Run 1, close-up of the layout:
Window x 47 to 77, y 22 to 52 um. Cells in grey, sequential cells in the stronger grey; small squares are vias.
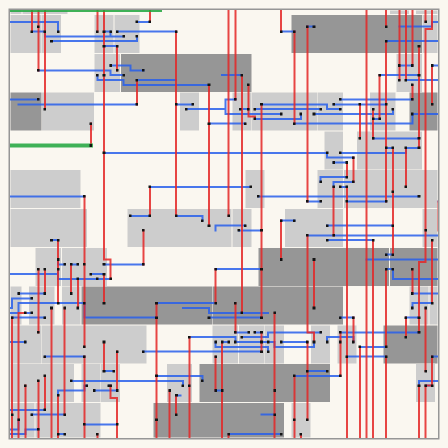
Run 1, wiring heat map:
(3 px per um) 25 x 25 tiles, from white (low) to dark blue (high), scaled to the fullest tile. Values are wire area over tile area, all layers added.
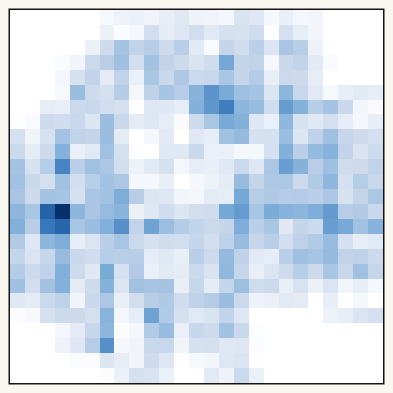
Run 1, routing congestion:
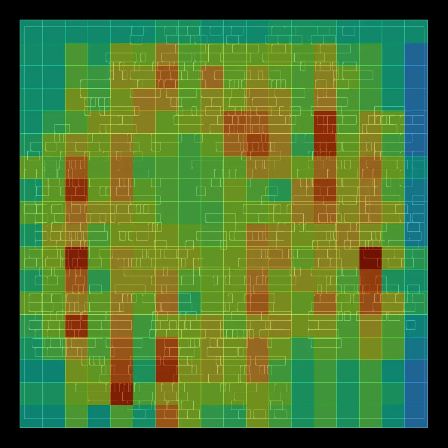
Run 1, signal wires on met4:
(4 px per um) Supply wires on this layer in grey.
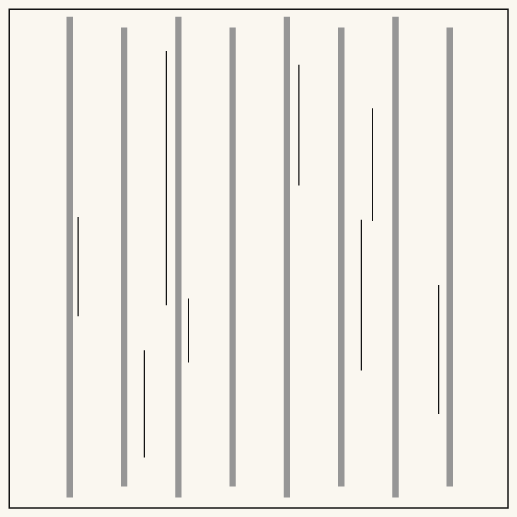
<file path="src/rtl/add_pkg.sv">
// Shared constants and types for the pipelined carry-lookahead adder.
// Holds default geometry, the per-item stage record and the carry merge helper.
package add_pkg;

  localparam int DEF_WIDTH  = 32;
  localparam int DEF_STAGES = 2;
  localparam int DEF_GROUP  = 4;

  // One in-flight item at the default geometry: lower sum slices accumulate in acc
  // from the top down, while ra/rb shift right as their low slice is consumed.
  typedef struct packed {
    logic                 vld;
    logic                 carry;
    logic                 ovf;
    logic [DEF_WIDTH-1:0] acc;
    logic [DEF_WIDTH-1:0] ra;
    logic [DEF_WIDTH-1:0] rb;
  } stage_rec_t;

  function automatic logic lookahead(input logic g, input logic p, input logic c);
    return g | (p & c);
  endfunction

endpackage

</file>
<file path="src/rtl/cla_group.sv">
// Combinational GROUP-bit carry-lookahead cell: sum for a given carry-in plus
// group propagate/generate, which do not depend on the carry-in.
module cla_group
  import add_pkg::*;
#(
  parameter int GROUP = DEF_GROUP
) (
  input  logic [GROUP-1:0] a,
  input  logic [GROUP-1:0] b,
  input  logic             ci,
  output logic [GROUP-1:0] s,
  output logic             p,
  output logic             g
);

  logic [GROUP-1:0] bp;
  logic [GROUP-1:0] bg;
  logic [GROUP-1:0] c;

  always_comb begin
    bp   = a ^ b;
    bg   = a & b;
    c    = '0;
    c[0] = ci;
    for (int i = 0; i < GROUP - 1; i++) begin
      c[i+1] = lookahead(bg[i], bp[i], c[i]);
    end
    s = bp ^ c;
    p = &bp;
    g = 1'b0;
    for (int i = 0; i < GROUP; i++) begin
      g = lookahead(bg[i], bp[i], g);
    end
  end

endmodule

</file>
<file path="src/rtl/add_pipe_cla.sv">
// Pipelined adder/subtractor: STAGES slices, each a group-lookahead add over cla_group cells.
// Latency STAGES cycles; each stage advances when the next is empty or advancing (no skid).
module add_pipe_cla
  import add_pkg::*;
#(
  parameter int WIDTH  = DEF_WIDTH,
  parameter int STAGES = DEF_STAGES,
  parameter int GROUP  = DEF_GROUP
) (
  input  logic             clk,
  input  logic             rst_n,
  input  logic             in_valid,
  output logic             in_ready,
  input  logic [WIDTH-1:0] a,
  input  logic [WIDTH-1:0] b,
  input  logic             cin,
  input  logic             sub,
  output logic             out_valid,
  input  logic             out_ready,
  output logic [WIDTH-1:0] sum,
  output logic             cout,
  output logic             ovf
);

  localparam int SLICE = WIDTH / STAGES;
  localparam int NG    = SLICE / GROUP;

  if ((STAGES < 1) || (STAGES > 8)) begin : g_bad_stages
    $error("add_pipe_cla: STAGES must be in 1..8");
  end
  if ((WIDTH % (STAGES * GROUP)) != 0) begin : g_bad_width
    $error("add_pipe_cla: WIDTH must be divisible by STAGES*GROUP");
  end

  typedef struct packed {
    logic             vld;
    logic             carry;
    logic             ovf;
    logic [WIDTH-1:0] acc;
    logic [WIDTH-1:0] ra;
    logic [WIDTH-1:0] rb;
  } stage_t;

  stage_t            in_rec;
  stage_t            nxt  [STAGES];
  stage_t            st_d [STAGES];
  stage_t            st_q [STAGES];
  logic [STAGES:0]   adv;

  // Subtraction folds into the adder as a + ~b + 1.
  always_comb begin
    in_rec       = '0;
    in_rec.vld   = in_valid;
    in_rec.carry = sub ? 1'b1 : cin;
    in_rec.ra    = a;
    in_rec.rb    = sub ? ~b : b;
  end

  for (genvar k = 0; k < STAGES; k++) begin : g_stage
    stage_t           src;
    logic [SLICE-1:0] sa;
    logic [SLICE-1:0] sb;
    logic [SLICE-1:0] ss;
    logic [NG:0]      gc;
    logic [NG-1:0]    gp;
    logic [NG-1:0]    gg;
    logic [WIDTH-1:0] acc_n;
    logic             c_msb;

    if (k == 0) begin : g_src_in
      assign src = in_rec;
    end else begin : g_src_reg
      assign src = st_q[k-1];
    end

    assign sa = src.ra[SLICE-1:0];
    assign sb = src.rb[SLICE-1:0];

    for (genvar j = 0; j < NG; j++) begin : g_grp
      cla_group #(.GROUP(GROUP)) u_grp (
        .a  (sa[j*GROUP +: GROUP]),
        .b  (sb[j*GROUP +: GROUP]),
        .ci (gc[j]),
        .s  (ss[j*GROUP +: GROUP]),
        .p  (gp[j]),
        .g  (gg[j])
      );
    end

    always_comb begin
      gc    = '0;
      gc[0] = src.carry;
      for (int j = 0; j < NG; j++) begin
        gc[j+1] = lookahead(gg[j], gp[j], gc[j]);
      end
    end

    // Carry into the slice MSB recovered from its sum bit; only the last stage's value survives.
    assign c_msb = ss[SLICE-1] ^ sa[SLICE-1] ^ sb[SLICE-1];

    if (SLICE == WIDTH) begin : g_acc_full
      assign acc_n = ss;
    end else begin : g_acc_shift
      assign acc_n = {ss, src.acc[WIDTH-1:SLICE]};
    end

    assign nxt[k] = '{vld:   src.vld,
                      carry: gc[NG],
                      ovf:   c_msb ^ gc[NG],
                      acc:   acc_n,
                      ra:    src.ra >> SLICE,
                      rb:    src.rb >> SLICE};
  end

  always_comb begin
    adv         = '0;
    adv[STAGES] = out_ready;
    for (int k = STAGES - 1; k >= 0; k--) begin
      adv[k] = !st_q[k].vld || adv[k+1];
    end
    for (int k = 0; k < STAGES; k++) begin
      st_d[k] = adv[k] ? nxt[k] : st_q[k];
    end
  end

  always_ff @(posedge clk or negedge rst_n) begin
    if (!rst_n) begin
      for (int k = 0; k < STAGES; k++) begin
        st_q[k] <= '0;
      end
    end else begin
      for (int k = 0; k < STAGES; k++) begin
        st_q[k] <= st_d[k];
      end
    end
  end

  assign in_ready  = rst_n & adv[0];
  assign out_valid = st_q[STAGES-1].vld;
  assign sum       = st_q[STAGES-1].acc;
  assign cout      = st_q[STAGES-1].carry;
  assign ovf       = st_q[STAGES-1].ovf;

endmodule

</file>
<file path="config.mk">
export PLATFORM = sky130hd
export DESIGN_NAME = add_pipe_cla
export DESIGN_NICKNAME = d
export VERILOG_FILES = /design/src/rtl/add_pkg.sv /design/src/rtl/cla_group.sv /design/src/rtl/add_pipe_cla.sv
export SDC_FILE = /design/constraint.sdc
export NUM_CORES = 1
export LEC_CHECK = 0
export ABC_AREA = 0
export CELL_PAD_IN_SITES_DETAIL_PLACEMENT = 0
export CELL_PAD_IN_SITES_GLOBAL_PLACEMENT = 2
export CORE_UTILIZATION = 32
export DETAILED_ROUTE_END_ITERATION = 16
export GPL_TIMING_DRIVEN = 1
export PLACE_DENSITY = 0.87
export SKIP_LAST_GASP = 1
export SLEW_MARGIN = 30
export SYNTH_ARGS = -nofsm -noshare
export SYNTH_HDL_FRONTEND = slang
export SYNTH_SLANG_ARGS = --single-unit
</file>
<file path="constraint.sdc">
create_clock -name clk -period 4 [get_ports clk]
set_input_delay 0.4 -clock clk [delete_from_list [all_inputs] [get_ports clk]]
set_output_delay 0.4 -clock clk [all_outputs]
set_load 0.02 [all_outputs]
</file>
==> notes.md, run 1 <==
The flow ran to the end, and the final reports show no timing, DRC or antenna violations. With the number of cell instances on the worst register-to-register path at 13, the total net switching power is 1060 uW. Static timing analysis puts the maximum clock frequency at 268.0 MHz.

The number of antenna violations at the first check in global routing was 0. Average cell area after synthesis: 10.08 um^2. Slowest library cell on the worst path: sky130_fd_sc_hd__o311ai_1.

Of the combinational cells, the family taking the most area is adder cells. The worst VDD IR drop from the latest analysis is 234.5 uV. The library cells used most frequently in the layout, excluding fill and tap cells, are 103 x sky130_fd_sc_hd__clkdlybuf4s50_1, 96 x sky130_fd_sc_hd__nand2_1, 85 x sky130_fd_sc_hd__dfrtp_1. The clock latency reported for the late side of the worst-skew pair was 0.34 ns.

TritonCTS built the clock tree. The number of warning messages in the yosys log came out at 0. The biggest cell delay along the critical path is 0.48 ns. The final report lists a non-filler cell total of 766.

The placed instance area is 0.006030 mm^2, and the number of library cell types mapped by synthesis is 31. The via count of the first global-routing pass is 3768, and the total power per unit cell area is 502.2 mW/mm^2. The fraction of met3 tracks used by global routing is 0.04510, and the vertical die size is 124.3 um. The multi-input combinational cell count is 340. The routed layout has 3554 vias. When the netlist entered floorplanning its net count stood at 601. The remaining max-slew budget at the tightest pin is 0.4401.

The run gives 0.004788 mm^2 as the total cell area reported by yosys after synthesis. Per the CTS log, the root buffer master is sky130_fd_sc_hd__clkbuf_16. The time the worst path needs with I/O delays and setup was 3.731 ns. The fraction of area in clock buffers and inverters works out to 0.04782. The run gives 0 as the remaining design rule violation count.

The logs give 0.006332 mm^2 for the area of all placed cells without fillers and 0 for the number of buffers inserted by post-CTS setup repair. The floorplan step defined a core boundary enclosing 0.01459 mm^2. For reference, the clock transition at the flip-flops on the worst setup and hold paths is 0.06 ns. Power attributed to combinational cells is 1120 uW. The flop and latch count out of synthesis came out at 85. The run gives 2 for the number of buffers on the longest clock path.

The part of the total power dissipated in combinational logic came out at 0.351. Sequential cell area share: 0.3359. After layout, the setup clock skew is reported as 0.006023 ns. Traced cell by cell, the critical path runs through ha_1, a21oi_1, a21oi_1, o311ai_1, nand2_1, fa_1, fa_1, fa_1, xor2_2, xnor2_1, and3_1, a21oi_1, o211ai_2.

The critical path endpoint has a required time of 4.22 ns. The final critical-path share of the clock period came out at 0.9329. The share of post-route cells with drive strength above 1 is 0.07388.

The final layout report lists a filler cell count of 1407. For this run, the final setup violation count is recorded as 0. The setup total negative slack was 0 ns. The design draws 3180 uW.

The post-detailed-route via-to-cell ratio was 4.640. The number of warnings reported in the stage logs is 26. STA lists the startpoint of the worst register-to-register path as g_stage[1].sb[1]. The number of tapcells is 184. The mapped netlist covers 0.004788 mm^2.
-- 'close-up of the layout' (at the start) --
layer	colour
metal 3	green
metal 1	blue
metal 2	red
netlist names of flops here include	`g_stage.acc_n` (3), `g_stage.sb` (2)
most frequent	nand2_1 (8), a21oi_1 (7), dfrtp_1 (7)
cells with their middle in the window	47
sequential cells in the window	7

-- 'wiring heat map' (at the start) --
tiles over half the peak	3.5%
mean over tiles	0.11
nearly empty tiles	20%

-- 'routing congestion' (at the start) --
most utilized layer in the global route result: met2
met1 track utilization from global routing: 0.1771
GR Util met2: 0.2502
Overall Global Routing Usage: 0.1495
end-of-flow core utilization: 0.4340

-- 'signal wires on met4' (at the start) --
main direction	vertical
wire length on this layer	257 um
share of all routed wire	2.4%

[run 1: synthesized netlist by cell type, drive strengths merged (10+ instances only)]
master / number / area, um^2
a21oi: 48 / 240.2
xor2: 23 / 209.0
nor2: 41 / 153.9
fa: 24 / 480.5
nand2: 97 / 364.1
mux2: 15 / 168.9
xnor2: 19 / 166.4
o21ai: 10 / 50.05
buf: 13 / 65.06
ha: 32 / 400.4
dfrtp: 85 / 2127
inv: 29 / 108.9
[run 1: sequential cells by signal, summed over array words and instances, names as in the netlist]
name and cells:
sum 32, g_stage.sb 16, out_valid 1, g_stage.gc 1
g_stage.sa 16, cout 1, g_stage.acc_n 16, g_stage.src 1
ovf 1
Run 1, selected gate families:
(4 px per um)
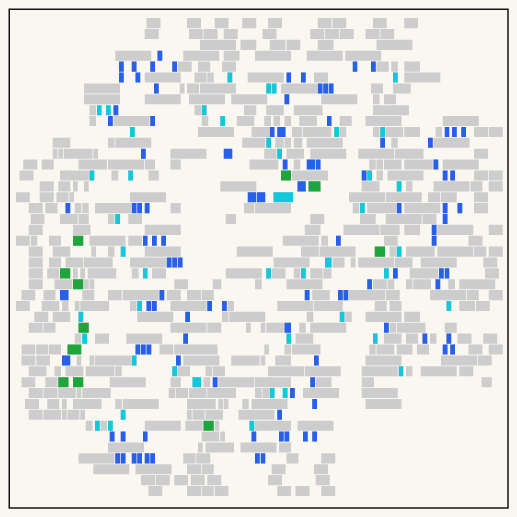

## Run 2: what changed since run 1
--- a/config.mk
+++ b/config.mk
@@ -8,10 +8,10 @@
 export ABC_AREA = 0
 export CELL_PAD_IN_SITES_DETAIL_PLACEMENT = 0
 export CELL_PAD_IN_SITES_GLOBAL_PLACEMENT = 2
-export CORE_UTILIZATION = 32
+export CORE_UTILIZATION = 29
 export DETAILED_ROUTE_END_ITERATION = 16
 export GPL_TIMING_DRIVEN = 1
-export PLACE_DENSITY = 0.87
+export PLACE_DENSITY = 0.84
 export SKIP_LAST_GASP = 1
 export SLEW_MARGIN = 30
 export SYNTH_ARGS = -nofsm -noshare
==> constraint.sdc (replaced) <==
create_clock -name clk -period 3.3 [get_ports clk]
set_input_delay 0.33 -clock clk [delete_from_list [all_inputs] [get_ports clk]]
set_output_delay 0.33 -clock clk [all_outputs]
set_load 0.02 [all_outputs]
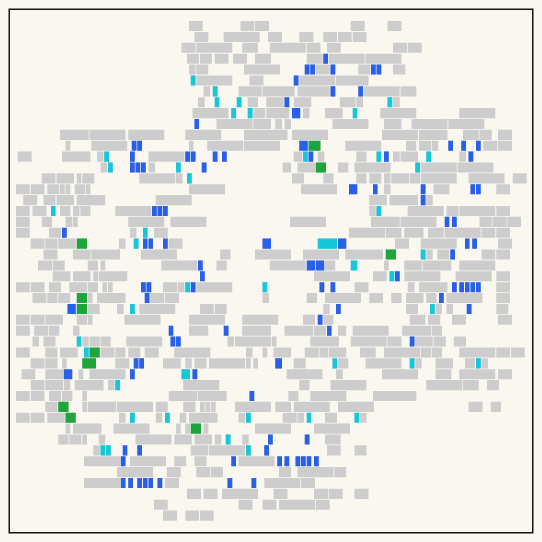
Run 2: selected gate families
(4 px per um)
family	colour	cells	most used
AND-OR and OR-AND gates	green	11	a21o_1
NAND gates	blue	105	nand2_1
NOR gates	cyan	44	nor2_1

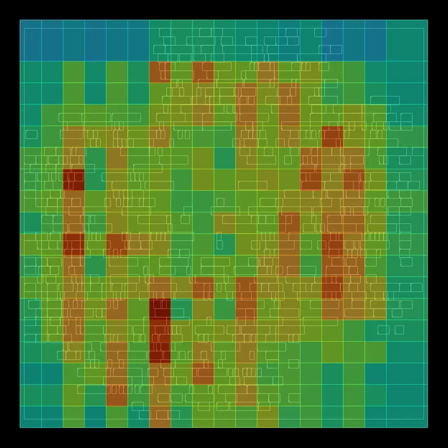
Run 2: routing congestion
GR Util met2: 0.2390
Routed wire per std cell: 13.54 um

==> run 2 against run 1 <==
  * Hold slack better by 0.035 ns
  * Synthesized cell count stayed put
  * Power is 27% higher
  * Via count is 0.79% higher
  * First-iteration DRC count is 0.85% higher
  * Critical path depth is 1 lower
  * Clock-buffer cell count is 1 higher
  * Core utilization is 1.7 points lower
  * Die size is 10% higher
  * Wire length is 3.5% higher
  * Register-to-register slack worse by 0.18 ns
==> notes.md, run 2 <==
Time the worst path needs with I/O delays and setup: 3.216 ns (-0.5157 ns). The startpoint identified for the worst register-to-register timing path is g_stage[1].sb[1]. The fraction of area in clock buffers and inverters is 0.04870 (+0.0008815). Final cell count without fillers: 824 (+7.6%).

The dominant kind of combinational cell was adder cells. The die is 130.5 um wide. The area of all placed cells without fillers came out at 0.006680 mm^2 (+5.5%). Entering global routing, the biggest net connects 86 pins. The root buffer cell chosen for the clock tree is sky130_fd_sc_hd__clkbuf_16. The gate family responsible for the most delay along the worst path is adder cells. Ranked by instance count, the synthesized netlist is headed by 97 x sky130_fd_sc_hd__nand2_1, 85 x sky130_fd_sc_hd__dfrtp_1, 48 x sky130_fd_sc_hd__a21oi_1, 41 x sky130_fd_sc_hd__nor2_1, 32 x sky130_fd_sc_hd__ha_1.

The required time of the worst setup path is 3.56 ns (-0.66 ns), and the remaining global-route overflow is 0. The largest cell class by area is combinational gates. The number of warning messages in the yosys log was 0 (unchanged); the vertical die size was 130.5 um (+5.0%). The area share of and-or/or-and cells after synthesis was 0.08649. The run gives 0.009944 ns (+0.003921 ns) for the final clock skew. The total power per unit cell area works out to 605.8 mW/mm^2 (+21%). Number of cell instances on the worst register-to-register path: 12 (-1).

With the overall routing resource usage at 0.1428 (-0.006769), the total cell area reported by yosys after synthesis is 0.004788 mm^2 (unchanged). The run finished with clean final reports. TritonCTS built the clock tree. The via count of the first global-routing pass is 3788 (+0.53%).

Yosys stat counts 475 cells in the synthesized netlist. The stage-log warning count is 28 (+7.7%), and the post-detailed-route via-to-cell ratio is 4.347 (-6.3%). The report lists the number of standard-cell rows as 46. Sequential element share of the synthesized area: 0.4442.

The number of tapcells came out at 216 (+17%). Slowest library cell on the worst path: sky130_fd_sc_hd__dfrtp_1. The run gives 0.1944 for the non-clock buffer share of cell area. The run gives 0.006267 mm^2 (+3.9%) for the placed instance area.

The first global-routing pass estimated 18.37 mm of wire. The sequential cell area share came out at 0.3184 (-0.01749). In this run the register-to-register setup slack is 0.08 ns.

Of all cell types, the one taking the most synthesized area is sky130_fd_sc_hd__dfrtp_1. The tools report the remaining max-slew budget at the tightest pin as 0.4212 (-0.01893). The most common cell in the synthesized netlist is sky130_fd_sc_hd__nand2_1.

The critical path runs through a total of 12 cells. The worst setup path is captured at a flop. Area of the core: 0.01600 mm^2 (+9.7%). The share of total power in sequential cells was 0.364; the average cell area after synthesis was 10.08 um^2 (unchanged). With the flop and latch count out of synthesis at 85 (unchanged), the biggest cell delay along the critical path is 0.41 ns (-0.07 ns). The part of the total power dissipated in combinational logic was 0.364 (+0.013). For the clock net sink count, the log shows 85. The maximum vdd drop was 290.4 uV (+24%). The run gives 311.0 MHz (+16%) as the highest clock frequency the design can meet. The sequential power reported by the tool is 1470 uW. The run gives 1305 uW (+23%) for the total net switching power. The run gives 601 (unchanged) for the floorplan net count. The synthesized netlist handed to floorplanning was reported with a cell count of 475. Number of buffers on the longest clock path: 2 (unchanged).

With the clock latency reported for the late side of the worst-skew pair at 0.34 ns (about the same), the area of the mapped netlist is 0.004788 mm^2 (unchanged). The detailed placer reported the number of placed instances as 807. Ranking logic cells in the layout by count gives the top entries 103 x sky130_fd_sc_hd__clkdlybuf4s50_1, 95 x sky130_fd_sc_hd__nand2_1, 85 x sky130_fd_sc_hd__dfrtp_1. The run gives 0 (unchanged) for the number of antenna violations at the first check in global routing. The clock-pin slew of the registers on the worst-case setup and hold paths works out to 0.06 ns (about the same).

The cell sequence reported for the critical path is ha_4, a21oi_2, a21oi_2, o311ai_4, nand2_2, fa_2, fa_2, fa_2, xor2_2, xnor2_2, or3_1, o211ai_2. In the post-synthesis netlist, the biggest area contributors are sky130_fd_sc_hd__dfrtp_1 44%, sky130_fd_sc_hd__fa_1 10%, sky130_fd_sc_hd__ha_1 8.4%. The final critical-path share of the clock period was 0.9745 (+0.04160).

The via count came out at 3582 (+0.79%). In the final report, the number of hold violations comes to 0. The fraction of post-synthesis cell area in the top cell type by area was 0.4442 (unchanged). The final-report setup violation count is 0 (unchanged). The logs give 0 (unchanged) for the remaining design rule violation count and 119 for the DRC marker count from the first detailed-route iteration.

The run gives 730 for the number of nets in the layout. The final cell utilization of the core is 0.4175 (-0.01655), and the number of inserted filler cells in the final layout is 1611 (+14%). The share of post-route cells with drive strength above 1 works out to 0.1365 (+0.06263). The run gives 1470 uW (+31%) as the power of the combinational group.

The flip-flop count of the largest register, all copies and words added was 32 (unchanged); the number of library cell types mapped by synthesis was 31 (unchanged). The multi-input combinational cell count was 340 (unchanged). The run gives 0 ns (unchanged) as the setup total negative slack. The tools report the total power consumption of the routed design as 4047 uW (+27%).
-- run 2: per-layer routing --
| metal | part of all wire | wire (um) | vias up | GRT usage |
|---|---|---|---|---|
| met5 | 0 | 0 | - | 0 |
| met4 | 0.017 | 187 | 0 | 0.05139 |
| met3 | 0.074 | 826 | 16 | 0.04886 |
| met2 | 0.47 | 5266 | 87 | 0.2390 |
| met1 | 0.44 | 4876 | 1692 | 0.1700 |
| li1 | - | - | 1787 | - |
-- run 2: timing repair --
| item | in CTS | in global routing |
|---|---|---|
| pin swaps | 3 | 9 |
| gates resized | 5 | 9 |
| gates cloned | 0 | 0 |
| hold buffers | 0 | 0 |
| buffers inserted | 0 | 2 |
| endpoints found under the setup margin | 1 | 1 |
No activity file was given, so power comes from the tool's default toggle rates.
